--- config.mk ---
export PLATFORM = sky130hd
export DESIGN_NAME = reaction_timer
export DESIGN_NICKNAME = d
export VERILOG_FILES = /design/src/rtl/reaction_pkg.sv /design/src/rtl/bcd_counter6.sv /design/src/rtl/reaction_timer.sv
export SDC_FILE = /design/constraint.sdc
export NUM_CORES = 1
export LEC_CHECK = 0
export CAP_MARGIN = 10
export CORE_UTILIZATION = 55
export CTS_CLUSTER_DIAMETER = 150
export DETAILED_ROUTE_END_ITERATION = 12
export PLACE_DENSITY = 0.74
export SLEW_MARGIN = 20
export SYNTH_ARGS = -nofsm -noshare
export SYNTH_HDL_FRONTEND = slang
export SYNTH_SLANG_ARGS = --single-unit
--- constraint.sdc ---
create_clock -name i_clk -period 3.7 [get_ports i_clk]
set_clock_uncertainty 0.2 [all_clocks]
set_input_delay 0.74 -clock i_clk [delete_from_list [all_inputs] [get_ports i_clk]]
set_output_delay 0.74 -clock i_clk [all_outputs]
set_load 0.02 [all_outputs]
--- src/rtl/reaction_pkg.sv ---
`default_nettype none
// ============================================================================
// Package  : reaction_pkg
// Purpose  : Shared types and constants for the reaction timer: the status
//            code enum (which is also the FSM state encoding), the BCD
//            saturation value, and the LFSR seed, taps and step function.
// Revision : 1.0 - initial release
// ============================================================================
package reaction_pkg;

  // The state encoding is the status code shown on screen, so o_dst can be
  // taken straight from the state register.
  typedef enum logic [2:0] {
    IDLE  = 3'b000,
    READY = 3'b001,
    GO    = 3'b010,
    MISS  = 3'b011,
    HIT   = 3'b110
  } dst_e;

  localparam logic [23:0] BCD_MAX   = 24'h999999;

  // Galois LFSR for x^16 + x^14 + x^13 + x^11 + 1 (right-shifting form).
  localparam logic [15:0] LFSR_SEED = 16'hACE1;
  localparam logic [15:0] LFSR_TAPS = 16'hB400;

  function automatic logic [15:0] lfsr_next(input logic [15:0] s);
    return {1'b0, s[15:1]} ^ (s[0] ? LFSR_TAPS : 16'h0000);
  endfunction

endpackage
`default_nettype wire

--- src/rtl/bcd_counter6.sv ---
`default_nettype none
// ============================================================================
// Module   : bcd_counter6
// Purpose  : Six-digit BCD up-counter with a ripple carry chain. Saturates at
//            999999 and never wraps.
// Ports    : clk  in   clock
//            rst  in   synchronous active-high reset (clears to 0)
//            clr  in   synchronous clear (clears to 0)
//            inc  in   add one this cycle (ignored when full)
//            q    out  [23:0] six BCD digits, [3:0] least significant
//            full out  q equals 999999
// Revision : 1.0 - initial release
// ============================================================================
module bcd_counter6
  import reaction_pkg::*;
(
  input  logic        clk,
  input  logic        rst,
  input  logic        clr,
  input  logic        inc,
  output logic [23:0] q,
  output logic        full
);

  logic [3:0] digit [6];
  logic [5:0] carry;

  assign full = (q == BCD_MAX);

  // carry[i] means digit i advances this cycle; gating the chain with ~full
  // is what makes the counter saturate instead of rolling to zero.
  always_comb begin
    carry[0] = inc & ~full;
    for (int i = 1; i < 6; i++) begin
      carry[i] = carry[i-1] && (digit[i-1] == 4'd9);
    end
  end

  for (genvar i = 0; i < 6; i++) begin : g_digit
    always_ff @(posedge clk) begin
      if (rst || clr) begin
        digit[i] <= 4'd0;
      end else if (carry[i]) begin
        digit[i] <= (digit[i] == 4'd9) ? 4'd0 : digit[i] + 4'd1;
      end
    end
    assign q[4*i +: 4] = digit[i];
  end

endmodule
`default_nettype wire

--- src/rtl/reaction_timer.sv ---
`default_nettype none
// ============================================================================
// Module   : reaction_timer
// Purpose  : Reaction-test game engine. A synchronised (optionally debounced)
//            push-button drives the IDLE/READY/GO/MISS/HIT FSM; a BCD
//            stopwatch measures the reaction time in ms.us, and the Last and
//            Best results are kept for the display.
// Ports    : i_clk    in   system clock
//            i_rst    in   synchronous active-high reset
//            i_btn    in   raw asynchronous button, active high
//            i_bcdmux in   0: o_bcd = Last, 1: o_bcd = Best
//            o_bcd    out  [23:0] six BCD digits (hundreds of ms .. units of us)
//            o_dst    out  [2:0] status code (state register)
//            o_lit    out  high while in GO
//            o_miss   out  high while in MISS
//            o_init   out  high until the first HIT after reset
// Config   : REACT_DEBOUNCE_EN - when defined, the synchronised button level
//            must be stable for DEBOUNCE_MS ms before it is accepted.
// Revision : 1.0 - initial release
// ============================================================================
module reaction_timer
  import reaction_pkg::*;
#(
  parameter int US_DIV          = 25,
  parameter int DELAY_MIN_MS    = 1000,
  parameter int DELAY_RAND_BITS = 11
`ifdef REACT_DEBOUNCE_EN
  ,
  parameter int DEBOUNCE_MS     = 5
`endif
) (
  input  logic        i_clk,
  input  logic        i_rst,
  input  logic        i_btn,
  input  logic        i_bcdmux,
  output logic [23:0] o_bcd,
  output logic [2:0]  o_dst,
  output logic        o_lit,
  output logic        o_miss,
  output logic        o_init
);

  localparam int PRE_W  = (US_DIV > 1) ? $clog2(US_DIV) : 1;
  localparam int WAIT_W = $clog2(DELAY_MIN_MS + (1 << DELAY_RAND_BITS));

  // --------------------------------------------------------------------------
  // Button synchroniser and press detection
  // --------------------------------------------------------------------------
  logic btn_s1, btn_s2, level, level_q, press;
  logic us_tick;

  always_ff @(posedge i_clk) begin
    if (i_rst) begin
      btn_s1  <= 1'b0;
      btn_s2  <= 1'b0;
      level_q <= 1'b0;
    end else begin
      btn_s1  <= i_btn;
      btn_s2  <= btn_s1;
      level_q <= level;
    end
  end

`ifdef REACT_DEBOUNCE_EN
  localparam int DB_TICKS = DEBOUNCE_MS * 1000;
  localparam int DB_W     = $clog2(DB_TICKS + 1);

  logic            deb;
  logic [DB_W-1:0] db_cnt;

  // Count us ticks while the synchronised level disagrees with the accepted
  // level; any return to agreement restarts the count, so glitches vanish.
  always_ff @(posedge i_clk) begin
    if (i_rst) begin
      deb    <= 1'b0;
      db_cnt <= '0;
    end else if (btn_s2 == deb) begin
      db_cnt <= '0;
    end else if (us_tick) begin
      if (db_cnt == DB_W'(DB_TICKS - 1)) begin
        deb    <= btn_s2;
        db_cnt <= '0;
      end else begin
        db_cnt <= db_cnt + 1'b1;
      end
    end
  end

  assign level = deb;
`else
  assign level = btn_s2;
`endif

  assign press = level & ~level_q;

  // --------------------------------------------------------------------------
  // Timing sources: us prescaler, ms counter, LFSR
  // --------------------------------------------------------------------------
  logic [PRE_W-1:0]  presc;
  logic [9:0]        ms_cnt;
  logic [15:0]       lfsr;
  logic              ms_tick;
  logic              ready_entry, go_entry, timer_clr;

  dst_e              state;
  logic [WAIT_W-1:0] wait_ms;
  logic [WAIT_W-1:0] wait_load;

  assign us_tick = (presc == PRE_W'(US_DIV - 1));
  assign ms_tick = us_tick && (ms_cnt == 10'd999);

  // Restarting the timebase on READY entry makes the minimum wait exact
  // rather than up to one ms short; on GO entry it aligns the first
  // stopwatch tick to a full microsecond.
  assign timer_clr = ready_entry | go_entry;

  always_ff @(posedge i_clk) begin
    if (i_rst) begin
      presc  <= '0;
      ms_cnt <= '0;
      lfsr   <= LFSR_SEED;
    end else begin
      lfsr <= lfsr_next(lfsr);
      if (timer_clr) begin
        presc  <= '0;
        ms_cnt <= '0;
      end else if (us_tick) begin
        presc  <= '0;
        ms_cnt <= (ms_cnt == 10'd999) ? 10'd0 : ms_cnt + 10'd1;
      end else begin
        presc  <= presc + 1'b1;
      end
    end
  end

  // --------------------------------------------------------------------------
  // Stopwatch
  // --------------------------------------------------------------------------
  logic [23:0] sw_q;
  logic        sw_full, sw_inc, timeout;

  assign sw_inc  = us_tick && (state == GO);
  assign timeout = sw_inc && sw_full;

  bcd_counter6 u_stopwatch (
    .clk  (i_clk),
    .rst  (i_rst),
    .clr  (go_entry),
    .inc  (sw_inc),
    .q    (sw_q),
    .full (sw_full)
  );

  // --------------------------------------------------------------------------
  // Reaction FSM with Last/Best/init bookkeeping
  // --------------------------------------------------------------------------
  logic [23:0] last, best;
  logic        init;

  assign wait_load   = WAIT_W'(DELAY_MIN_MS) + WAIT_W'(lfsr[DELAY_RAND_BITS-1:0]);
  assign ready_entry = press && ((state == IDLE) || (state == MISS) || (state == HIT));
  assign go_entry    = (state == READY) && !press && ms_tick && (wait_ms <= WAIT_W'(1));

  always_ff @(posedge i_clk) begin
    if (i_rst) begin
      state   <= IDLE;
      wait_ms <= '0;
      last    <= '0;
      best    <= '0;
      init    <= 1'b1;
    end else begin
      case (state)
        IDLE, MISS, HIT: begin
          if (press) begin
            state   <= READY;
            wait_ms <= wait_load;
          end
        end
        READY: begin
          if (press) begin
            state <= MISS;
          end else if (ms_tick) begin
            if (wait_ms <= WAIT_W'(1)) begin
              state <= GO;
            end else begin
              wait_ms <= wait_ms - 1'b1;
            end
          end
        end
        GO: begin
          // A press in the timeout cycle still counts as a hit.
          if (press) begin
            state <= HIT;
            last  <= sw_q;
            // BCD digits order the same as plain binary, so a 24-bit
            // unsigned compare ranks the times correctly.
            if (init || (sw_q < best)) begin
              best <= sw_q;
            end
            init  <= 1'b0;
          end else if (timeout) begin
            state <= MISS;
          end
        end
        default: state <= IDLE;
      endcase
    end
  end

  assign o_dst  = state;
  assign o_lit  = (state == GO);
  assign o_miss = (state == MISS);
  assign o_init = init;
  assign o_bcd  = i_bcdmux ? best : last;

endmodule
`default_nettype wire

**Run 1: gate-type map**

Scale bar: 20 um.
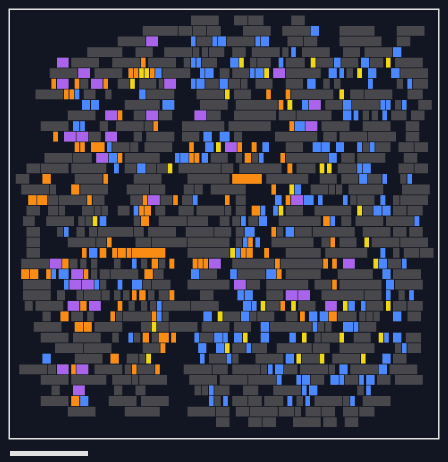
- blue: NAND gates (cells 165; most used nand2_1; where spread over the die)
- purple: XOR/XNOR gates (cells 34; most used xnor2_1)
- yellow: inverters (cells 37; most used inv_1)
- orange: NOR gates (cells 96; most used nor2_1)
number of non-filler instances in the completed layout: 890
most instantiated logic cell after routing: sky130_fd_sc_hd__dfxtp_1
logic share of the area: 46.1%

**Run 1: M3 wires**

Cells faint in the background.
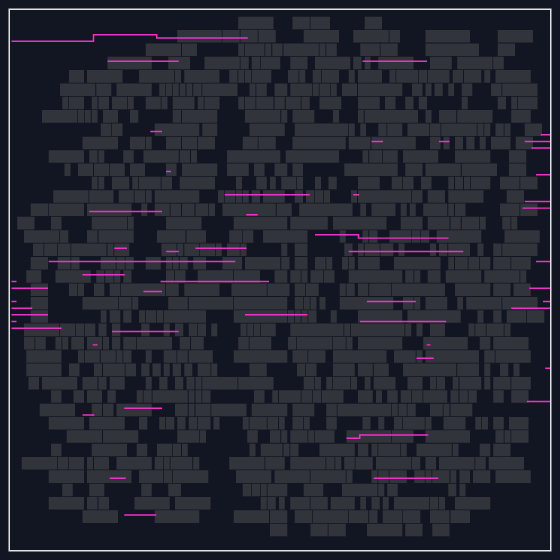
- longest straight run: 37.7 um
- main direction: horizontal
- nets with wire on the layer: 36

==> run notes, run 1 <==
Results of the implementation run.

The routed layout has approximately 4.9k vias. According to the floorplan report, the placeable core area is about 11000 um^2. The number of design rule violations left after detail routing is 0. The root buffer cell chosen for the clock tree is sky130_fd_sc_hd__clkbuf_16. The critical path in this run is classified as input port to primary output. The worst slew slack as a fraction of its limit came out at a little under two fifths. The routed via count divided by cell count came out at 5.51. The repair_antennas step left the layout with diodes totalling 0. The remaining antenna violation count after routing came out at 0. The count of endpoints failing hold in the final timing report is 0.

The count of mapped cells out of synthesis is a little over 700. Looking at the critical path, the highest net fanout was 24. The number of I/O port buffers is 33. The area of all placed cells without fillers is about 7500 um^2. The total power divided by cell area came out at ~480 nW/um^2. The share of the core area taken by cells at floorplan is 56.3%. TritonCTS built the clock tree. Adding up every negative setup slack in the final design gives 0 ns. The instance area after placement is 6860 um^2. The site row count is 39. Of the available clock period, the critical path in the final layout requires between 80% and 90%. The count of library flops with an enable pin is 24.

Entering global routing, the biggest net connects 111 pins. The pin slew with the least headroom to its limit came out at between 0.9 and 1 ns. The final weighted congestion in routability-driven placement is 0.791. The horizontal die dimension came out at about 110 um. Cells with a size suffix above 1 make up ~11% of the layout. The number of nets in the synthesized netlist came out at 750.

The minimum hold slack came out at slightly above 0.2 ns. The number of global-route vias before repair came out at about 4.7k. The relative area change from synthesis to final layout is 16.6%. The mean post-synth cell area is around 9 um^2.

On the reported timing paths, the clock transition at the registers reads about 0.05 ns. Once the clock tree was built, the setup fixing pass inserted 0 buffers. The worst setup path is captured at a primary output. The maximum level of the CTS H-tree came out at 4. The net total in the final layout is ~780. STA classifies the critical path startpoint as an input port.

The proportion of synthesized flip-flops having asynchronous set or reset is 0%. The total routing resource utilization after global routing is 23.1%. The worst voltage drop across the vdd grid is 0.391 mV. The share of synthesized area spent on multiplexers came out at ~8%. Summed over all instances, the cell type with the most area after synthesis is sky130_fd_sc_hd__dfxtp_1. The number of warnings printed during yosys synthesis is 0. The run finished with clean final reports. After filler insertion, the fill cell instance count of the layout stands at about 940. The largest combinational cell category by area is simple AND/OR/NAND/NOR gates. The summed standard-cell area reported by yosys came out at roughly 6400 um^2. The post-detailed-placement half-perimeter wirelength is roughly 8500 um. By count the netlist is led by sky130_fd_sc_hd__dfxtp_1 (98), sky130_fd_sc_hd__nand2_1 (79), sky130_fd_sc_hd__nor2_1 (66), sky130_fd_sc_hd__nand2b_1 (54), sky130_fd_sc_hd__a21oi_1 (49). The global route total overflow is 0. The clock drives around 120 sinks. The post-synthesis sequential area ratio is between 40% and 50%. Setup repair after global routing left no endpoint under its margin. The total of hold buffers inserted after clock tree synthesis came out at 0.

The total of endpoints with negative setup slack in the final report is 0. The upper clock frequency limit is around 300 MHz. The registers reported with the highest flop counts are best: 24 flops, last: 24 flops, u_stopwatch.digit: 24 flops. The total tool warning count is 36.

The number of register bits inferred by synthesis is 122. Per the synth stats, the flop cell with the highest instance count is sky130_fd_sc_hd__dfxtp_1. Sorting the synthesis cell report by count puts at the top sky130_fd_sc_hd__dfxtp_1. The share of synthesized cell area in and-or and or-and compound cells is about a tenth. By area the synthesized netlist is led by sky130_fd_sc_hd__dfxtp_1 (31%), sky130_fd_sc_hd__edfxtp_1 (11%), sky130_fd_sc_hd__ha_1 (8.0%). The pre-CTS setup check shows a worst slack of 0.412 ns.

In the layout the commonest cells are sky130_fd_sc_hd__dfxtp_1 (98), sky130_fd_sc_hd__nand2_1 (79), sky130_fd_sc_hd__nor2_1 (66), sky130_fd_sc_hd__nand2b_1 (54), sky130_fd_sc_hd__a21oi_1 (49). The number of iterations in the first detailed-routing pass is 4. The total die size came out at between 10000 and 15000 um^2. The share of Yosys cell area claimed by the top area cell type is 30.5%. The adder and majority gate portion of the synthesized area came out at 7.98%. The synthesized netlist occupies a cell area of around 6400 um^2. The maximum buffer depth of the clock tree came out at 2. The distinct cell type count of the synthesized netlist came out at just over 60. Subtracting the final worst setup slack from the clock period gives approximately 3.3 ns. The initial antenna violation count was 0. The OpenROAD report gives the critical path a data arrival time of between 2 and 2.5 ns. The final routed wirelength across all metal layers is around 13000 um. Pins over their slew limit in the final report were tallied at 0. The violation tally from detailed-route iteration zero is 288. STA puts the critical path data required time at around 2.8 ns.

The final setup slack of the worst path is roughly 0.40 ns. The synthesized netlist devotes around 4.6% of its cell area to XOR and XNOR gates. TritonRoute output was used to compute an average wire per cell of around 14 um. The worst hold path belongs to the class register to register. Per the OpenROAD floorplan log, the height of the die is roughly 110 um. Pin placement for this block handled 34 I/O pins. Summed over all cells, the static leakage comes to between 2 and 3 nW. The first global-routing pass estimated approximately 22000 um of wire. The number of max-capacitance violations reported is 0.

The number of resized instances in the post-cts repair step is 0. The number of buffers added by the clock tree synthesis step came out at 17. The cell count in the Yosys report came out at 705.

Counting tap cells, the placed design contains a total of between 800 and 900 instances. In this run, the synthesized area fraction spent on and/or/nand/nor cells is recorded as around a quarter.
**Run 1: routed clock nets over the placement**

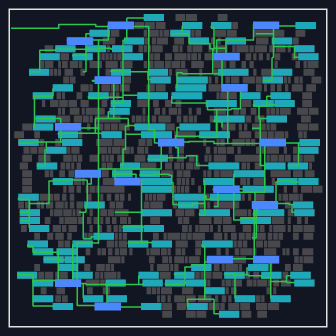
- green: clock wires (length 1580 um)
- blue: cells driving clock nets (count 17)
- cyan: flip-flops (count 122)
- flops lie: spread over the die
- routed clock nets: 18
Clk network pwr share: 47.7%
power attributed to the clock group: 1.72 mW
clock insertion delay at the later pin of the skew report: 0.42 ns

## run 1: per-stage QoR
stage          util (%)  total power, mW
2_1_floorplan         -             1.80
3_3_place_gp       60.1             1.89
5_1_grt            65.6             3.75
3_5_place_dp       60.1             1.91
6_report           65.6             3.60
4_1_cts            65.6             3.63
## run 1: power by group
part           leakage, nW  switching (mW)  internal (mW)
clock                0.319           0.571           1.14
combinational         1.41           0.238          0.185
sequential            1.04          0.0572           1.40
total                 2.78           0.867           2.73
## run 1: area by class of cell
class | instances | area, um^2 | share of cell area, %
well taps | 143 | 179 | 2.39
clock buffers | 28 | 589 | 7.87
repair buffers | 42 | 405 | 5.41
flip-flops and latches | 122 | 2680 | 35.8
multi-input cells | 514 | 3450 | 46.1
inverters | 37 | 139 | 1.85
clock inverters | 4 | 45.0 | 0.601
## run 1: per-layer routing
layer	global-route usage (%)	wire, um	vias up
met1	28.5	5840	2334
met5	0	0	-
li1	-	-	2472
met4	9.12	214	0
met3	5.47	432	21
met2	39.0	6150	76
## run 1: worst paths after layout
check | from | endpoint | slack (ns) | cells past startpoint
hold / removal | lfsr[12] | lfsr[11] | 0.21 | 1
setup / recovery | i_bcdmux | o_bcd[19] | 0.40 | 4
hold reg to reg | lfsr[12] | lfsr[11] | 0.21 | 1
setup reg to reg | u_stopwatch.digit[5][2] | best[19] | 0.69 | 8
## run 1: critical path, stage by stage
cell and delay [ns]:
sky130_fd_sc_hd__clkdlybuf4s50_1 0.51, sky130_fd_sc_hd__buf_12 0.20, sky130_fd_sc_hd__mux2_2 0.36, sky130_fd_sc_hd__clkdlybuf4s50_1 0.54
==> run 2, diff against run 1 <==
--- a/config.mk
+++ b/config.mk
@@ -6,6 +6,7 @@
 export NUM_CORES = 1
 export LEC_CHECK = 0
 export CAP_MARGIN = 10
+export CORE_MARGIN = 2
 export CORE_UTILIZATION = 55
 export CTS_CLUSTER_DIAMETER = 150
 export DETAILED_ROUTE_END_ITERATION = 12
**Run 2: routing congestion map**

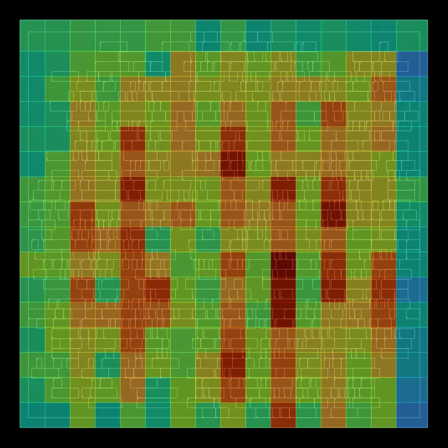
GR Layer Usage met2: 36.3%
total track usage: 21.6%
met1 Usage GRT: 26.3%

**Run 2: cell sizes after repair**

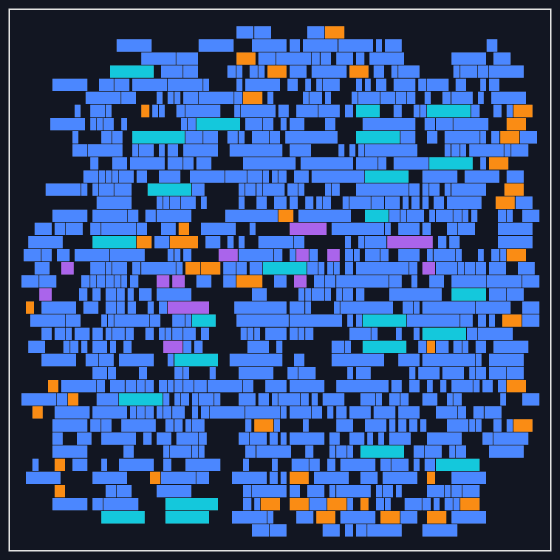
- purple: drive 3 to 4 (cells 13; most used buf_4)
- blue: drive 1 or less (cells 668; most used dfxtp_1)
- orange: drive 2 (cells 42; most used mux2_2)
- cyan: drive 6 and up (cells 24; most used clkbuf_16)
non-clock buffer count in the final layout: 42
worst-case setup margin in the final layout: 0.383 ns

**Run 2: M3 wires**

Cells faint in the background.
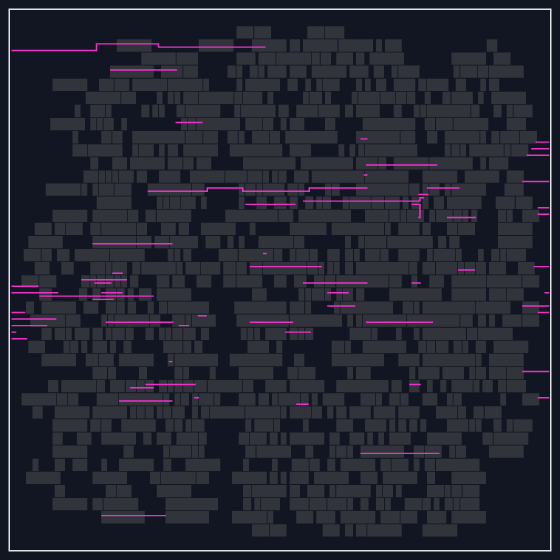
- nets with wire on the layer: 45
- wire length on this layer: 475 um
- share of all routed wire: 3.7%
- main direction: horizontal
- longest straight run: 24.1 um
final WL: 12900 um
total number of vias: 4887
met3 layer usage reported by global route: 5.35%

==> run 2 against run 1 <==
  * Core utilization fell by 0.38 points
  * First-iteration DRC count fell by 14%
  * Sequential share of layout area rose by 0.21 points
  * Power fell by 2.1%
  * Clock power fell by 5%
  * Sequential cell count did not move
  * Wire length rose by 1.8%
  * Setup slack got worse by 0.019 ns
  * Die size rose by 3.7%
  * Synthesized area did not move
  * Cell count did not move
  * Critical endpoint is now o_bcd[22]
  * Largest cell class unchanged
  * Largest power group unchanged
==> run notes, run 2 <==
Results of the implementation run.

The clock latency reported for the late side of the worst-skew pair came out at 0.42 ns. The routed via count divided by cell count came out at around 5.5. By area the synthesized netlist is led by sky130_fd_sc_hd__dfxtp_1 (31%), sky130_fd_sc_hd__edfxtp_1 (11%), sky130_fd_sc_hd__ha_1 (8.0%). The number of resized instances in the post-cts repair step is 0. The most common logic cells in the final layout are sky130_fd_sc_hd__dfxtp_1 (98), sky130_fd_sc_hd__nand2_1 (79), sky130_fd_sc_hd__nor2_1 (66), sky130_fd_sc_hd__nand2b_1 (54), sky130_fd_sc_hd__a21oi_1 (49).

By startpoint and endpoint, the worst setup path is classified as input port to primary output. The upper clock frequency limit came out at 301 MHz. The routed metal-1 wire length came out at ~5900 um. The startpoint of the most critical register-to-register path is u_stopwatch.digit[5][2]. The summed standard-cell area reported by yosys is approximately 6400 um^2. The number of buffers added for setup after CTS is 0. The transition time recorded at the tightest slew-check pin is ~0.9 ns. The remaining antenna violation count after routing is 0. The ratio of cells with drive above 1 in the final layout came out at 10.6%.

The violation tally from detailed-route iteration zero came out at about 250. Between the synthesized netlist and the finished layout, the area growth was recorded as 15.9%. According to the timing report, the arrival time at the worst endpoint equals around 2.4 ns. Of all cell types, the one taking the most synthesized area is sky130_fd_sc_hd__dfxtp_1. The number of nets in the synthesized netlist is ~750. The clock tree root buffer cell is sky130_fd_sc_hd__clkbuf_16. The number of iterations in the first detailed-routing pass is 5. The count of endpoints failing hold in the final timing report is 0. The total power divided by cell area is around 470 nW/um^2.

The number of max-capacitance violations reported is 0. The minimum hold slack came out at ~0.21 ns. The global route total overflow came out at 0. The site row count came out at 39. The layout has about 960 filler cells. The flow ran to the end, and the final reports show no timing, DRC or antenna violations. The min-delay analysis places its worst path in the category register to register.

The cell count in the Yosys report is about 700. The number of global-route vias before repair is between 4k and 5k. The stage logs contain a warning count of 36.

The startpoint of the tightest hold check path is lfsr[12]. The share of Yosys cell area claimed by the top area cell type is between 30% and 40%. The antenna diode count came out at 0. The proportion of synthesized flip-flops having asynchronous set or reset came out at 0%. The sum of met3 wire segment lengths after detailed routing is between 400 and 500 um. The number of top-level pins is 34. The total negative setup slack came out at 0 ns. The final worst-path cycle share is around 90%. The initial antenna violation count was 0. The worst slew slack as a fraction of its limit came out at 38.2%.

The sequential standard cell area is between 2000 and 3000 um^2. STA classifies the critical path endpoint as a primary output. By count the netlist is led by sky130_fd_sc_hd__dfxtp_1 (98), sky130_fd_sc_hd__nand2_1 (79), sky130_fd_sc_hd__nor2_1 (66), sky130_fd_sc_hd__nand2b_1 (54), sky130_fd_sc_hd__a21oi_1 (49). The number of warnings printed during yosys synthesis is 0. From bottom edge to top edge, the die measures 112 um. Across all register-to-register paths, the minimum setup slack is between 0.6 and 0.7 ns. The post-synthesis sequential area ratio is between 40% and 50%.

After global routing, the most crowded layer is met2. The most common logic cell in the final layout is sky130_fd_sc_hd__dfxtp_1. In the post-synthesis netlist, the cell with the most instances is sky130_fd_sc_hd__dfxtp_1.

The total of hold buffers inserted after clock tree synthesis is 0. The count of mapped cells out of synthesis came out at between 700 and 800. The commonest register cell is sky130_fd_sc_hd__dfxtp_1. The worst voltage drop across the vdd grid is about 0.31 mV. The largest net degree at the start of global routing is between 100 and 150. TritonCTS built the clock tree. The detailed-routed wire length on met2 is 6250 um. As logged by OpenROAD, the buffers inserted on ports number 33. The clock slew seen by the registers of the worst setup and hold paths is 0.05 ns. The top fanout value on the critical path came out at 24. The total die size came out at 12600 um^2.
[run 2: power by group]
group / internal (mW) / switching (mW)
logic: 0.185 / 0.241
registers: 1.40 / 0.0577
clock network: 1.07 / 0.566
total: 2.66 / 0.864
[run 2: worst max-delay path by stage]
stage / slack [ns] / to / depth (start not counted) / from
CTS: 0.37 / o_bcd[10] / 4 / i_bcdmux
floorplan: 1.03 / o_bcd[10] / 3 / i_bcdmux
finish: 0.38 / o_bcd[22] / 4 / i_bcdmux
global route: 0.34 / o_bcd[10] / 4 / i_bcdmux
detailed placement: 0.39 / o_bcd[10] / 4 / i_bcdmux
global placement: 0.44 / o_bcd[0] / 4 / i_bcdmux
[run 2: stage by stage]
stage | cell area [um^2] | power (mW) | instances | worst slack, ns
after floorplan | 6430 | 1.80 | 705 | 1.03
after global placement | 6860 | 1.89 | 858 | 0.436
after detailed placement | 6860 | 1.91 | 858 | 0.391
after CTS | 7450 | 3.54 | 890 | 0.374
after global routing | 7450 | 3.66 | 890 | 0.342
final | 7450 | 3.52 | 890 | 0.383
[run 2: critical path, stage by stage]
cell and delay, ns:
sky130_fd_sc_hd__clkdlybuf4s50_1 0.52, sky130_fd_sc_hd__buf_12 0.20, sky130_fd_sc_hd__mux2_2 0.36, sky130_fd_sc_hd__clkdlybuf4s50_1 0.54
[run 2: final cells by class]
type | instances | share of cell area, %
clock buffers | 23 | 6.70
clock inverters | 9 | 1.23
inverters | 37 | 1.86
multi-input cells | 514 | 46.3
flip-flops and latches | 122 | 36.0
well taps | 143 | 2.40
repair buffers | 42 | 5.44
[run 2: cells by family after synthesis]
family / share of synthesized area [%]
xor gates and xnor gates: 4.63
and+or+nand+nor: 23.4
DFF: 41.7
AOI/OAI and AO/OA: 9.60
adders and majority gates: 7.98
buffers and inverters: 4.54
muxes: 8.12
==> run 3, diff against run 2 <==
--- a/config.mk
+++ b/config.mk
@@ -6,11 +6,11 @@
 export NUM_CORES = 1
 export LEC_CHECK = 0
 export CAP_MARGIN = 10
+export CORE_ASPECT_RATIO = 1.75
 export CORE_MARGIN = 2
-export CORE_UTILIZATION = 55
+export CORE_UTILIZATION = 45
 export CTS_CLUSTER_DIAMETER = 150
 export DETAILED_ROUTE_END_ITERATION = 12
-export PLACE_DENSITY = 0.74
 export SLEW_MARGIN = 20
 export SYNTH_ARGS = -nofsm -noshare
 export SYNTH_HDL_FRONTEND = slang
==> run 3 against run 2 <==
  * Sequential share of layout area shrank 0.31 points
  * Clock power is essentially flat
  * Synthesized area is the same
  * Die size grew 22%
  * Cell count grew 3.9%
  * Wire length grew 1.0%
  * Critical endpoint is now o_bcd[0]
  * Highest routed layer unchanged
==> run notes, run 3 <==
Results of the implementation run.

Counting every instance in the synthesized netlist gives 705. The cell internal power dissipation came out at 2.65 mW. The combined buffer and inverter count along the critical path is 3. The post-synthesis sequential area ratio is between 40% and 50%. The top fanout value on the critical path came out at 24. The number of design rule violations left after detail routing came out at 0. The pin slew with the least headroom to its limit came out at approximately 0.93 ns. The arrival time of data at the worst endpoint is listed as 2.34 ns. The slowest stage of the critical path is the sky130_fd_sc_hd__clkdlybuf4s50_1 cell. The post-synth count of flops with an enable pin is 24.

The final weighted congestion in routability-driven placement is between 0.8 and 0.9. The number of I/O port buffers came out at 33. The worst slew slack as a fraction of its limit is 38.1%. Sorting the synthesized cells by how often they occur yields sky130_fd_sc_hd__dfxtp_1 (98), sky130_fd_sc_hd__nand2_1 (79), sky130_fd_sc_hd__nor2_1 (66), sky130_fd_sc_hd__nand2b_1 (54), sky130_fd_sc_hd__a21oi_1 (49).

TritonCTS built the clock tree. The cell area after technology mapping is roughly 6400 um^2. The initial core utilization came out at 46.2%.

The category of the worst setup path launch point is an input port. The clock passes through at most 2 buffers. sky130_fd_sc_hd__dfxtp_1 takes more of the synthesized area than any other cell. As reported, the later end of the worst-skew pair has a clock insertion delay of a little over 0.4 ns.

Entering global routing, the biggest net connects between 100 and 150 pins. The proportion of synthesized flip-flops having asynchronous set or reset is 0%. The worst voltage drop across the vdd grid is slightly above 0.3 mV. The tree is rooted in a sky130_fd_sc_hd__clkbuf_16. The clock network fraction of total power is between 40% and 50%. The global-route met1 utilization came out at approximately a fifth.

Once routing completed, OpenROAD measured the worst setup slack at 0.424 ns. CTS built an H-tree with a depth of 4. The stage logs contain a warning count of 36.

The count of clock tree sinks is between 100 and 150. The main area contributors are sky130_fd_sc_hd__dfxtp_1 (31%), sky130_fd_sc_hd__edfxtp_1 (11%), sky130_fd_sc_hd__ha_1 (8.0%). The worst setup path is captured at a primary output.

In the final report, the number of endpoints failing setup comes to 0. The clock network consumes a total of ~1.7 mW. The largest combinational cell category by area is simple AND/OR/NAND/NOR gates. The filler cell count is around 1.3k.

In the final layout, the registers with the most flip-flops are best: 24 flops, last: 24 flops, u_stopwatch.digit: 24 flops. Counting flops and latches in the post-synthesis netlist gives ~120. The most frequently used flop master after synthesis is sky130_fd_sc_hd__dfxtp_1. The global-route wire length before repair is about 22000 um. The total power divided by cell area is 471 nW/um^2.

The run finished with clean final reports. The ratio of cells with drive above 1 in the final layout is ~11%. Counting stages on the worst path, the most repeated cell is sky130_fd_sc_hd__clkdlybuf4s50_1. According to the dpl log, the detail-placed design has an HPWL of just over 9000 um. The number of global-route vias before repair is 4835. The number of iterations in the first detailed-routing pass came out at 7.

The cell count in the Yosys report is 705. Summing the areas of all and, or, nand and nor instances in the mapped netlist gives 23.4% of the synthesized area. The remaining antenna violation count after routing is 0. The core area came out at roughly 14000 um^2. The switching fraction of total power is 25.1%. The total negative setup slack came out at 0 ns. The share of synthesized area spent on multiplexers came out at ~8.1%. Derived from the worst setup path, the maximum achievable clock frequency is between 300 and 400 MHz.

The mean post-synth cell area is 9.12 um^2. The clock slew seen by the registers of the worst setup and hold paths came out at ~0.060 ns. The final worst-path cycle share is around 89%. The number of max-capacitance violations reported is 0. The logic gate share of total power is between 10% and 20%. Of the total synthesized cell area, the portion taken by full adders, half adders and majority gates is under 10%. The total routing resource utilization after global routing came out at a little under a fifth. Traced cell by cell, the critical path runs through clkdlybuf4s50_1, buf_12, mux2_2, clkdlybuf4s50_1.

The static leakage came out at roughly 2.8 nW. The count of endpoints failing hold in the final timing report is 0. The total die size came out at 15300 um^2. The violation tally from detailed-route iteration zero is about 140.

Setup repair after global routing left no endpoint under its margin. The flip-flop and latch power is around 1.5 mW. The min-delay analysis places its worst path in the category register to register. The relative area change from synthesis to final layout is 16.9%. The number of top-level pins came out at 34.
-- run 3: final cells by class --
| class | count | area (um^2) | share of cell area, % |
|---|---|---|---|
| flip-flops and latches | 122 | 2680 | 35.7 |
| repair buffers | 43 | 413 | 5.50 |
| well taps | 177 | 221 | 2.95 |
| clock inverters | 9 | 80.1 | 1.07 |
| multi-input cells | 514 | 3450 | 46.0 |
| inverters | 37 | 139 | 1.85 |
| clock buffers | 23 | 522 | 6.95 |
-- run 3: routing by layer --
layer / part of all wire (%) / routed length (um)
met5: 0 / 0
met4: 1.3 / 174
met3: 2.4 / 309
met2: 54 / 6980
met1: 43 / 5530
-- run 3: final timing paths --
| path | from | endpoint | slack (ns) | cells past startpoint |
|---|---|---|---|---|
| setup / recovery | i_bcdmux | o_bcd[0] | 0.42 | 4 |
| hold / removal | lfsr[12] | lfsr[11] | 0.22 | 1 |
| setup reg to reg | u_stopwatch.digit[5][2] | best[22] | 0.73 | 8 |
| hold reg to reg | lfsr[12] | lfsr[11] | 0.22 | 1 |
-- run 3: stage by stage --
step	instances	hold slack (ns)	power [mW]	instance area [um^2]
6_report	925	0.223	3.54	7510
5_1_grt	925	0.256	3.69	7510
4_1_cts	925	0.226	3.58	7510
3_5_place_dp	893	0.200	1.91	6910
3_3_place_gp	893	0.199	1.90	6910
2_1_floorplan	705	0.189	1.80	6430
-- run 3: logic make-up after synthesis --
family / after synthesis
flip-flops: 122
AND/OR/NAND/NOR: 289
buffers and inverters: 69
multiplexers: 49
AND-OR/OR-AND: 101
XOR/XNOR: 34
adder cells (fa/ha/maj): 41
**Run 3: routing congestion map**

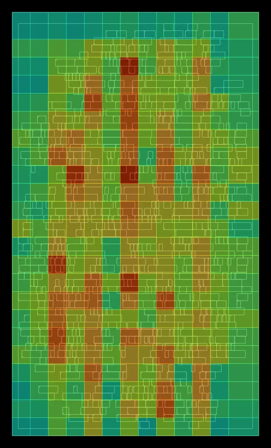
global route hottest layer: met2
GR Layer Usage met2: 33.4%
wire per inst: 14.0 um

**Run 3: routed clock nets over the placement**

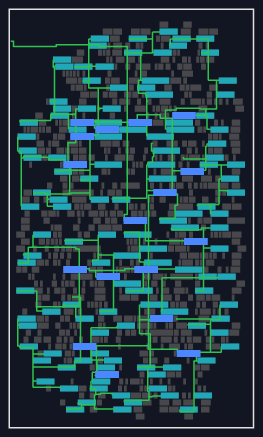
- cyan: flip-flops (count 122)
- blue: cells driving clock nets (count 17)
- green: clock wires (length 1640 um)
- flops lie: spread over the die

**Run 3: M3 wires**

Cells faint in the background.
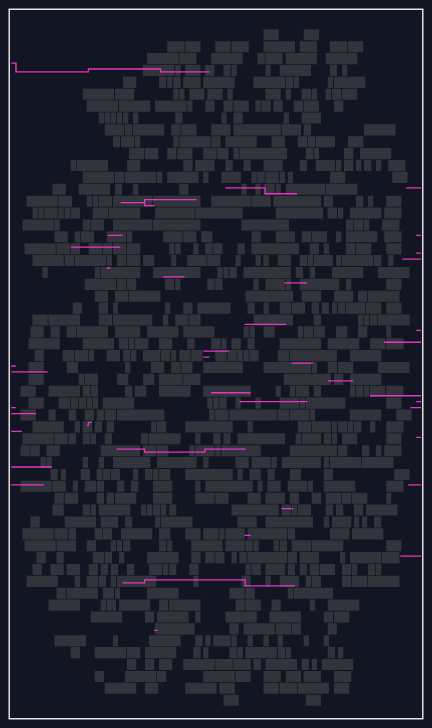
met3 layer usage reported by global route: 3.94%
total number of vias: 4852
final WL: 13000 um

Power and IR drop assume default switching activity.
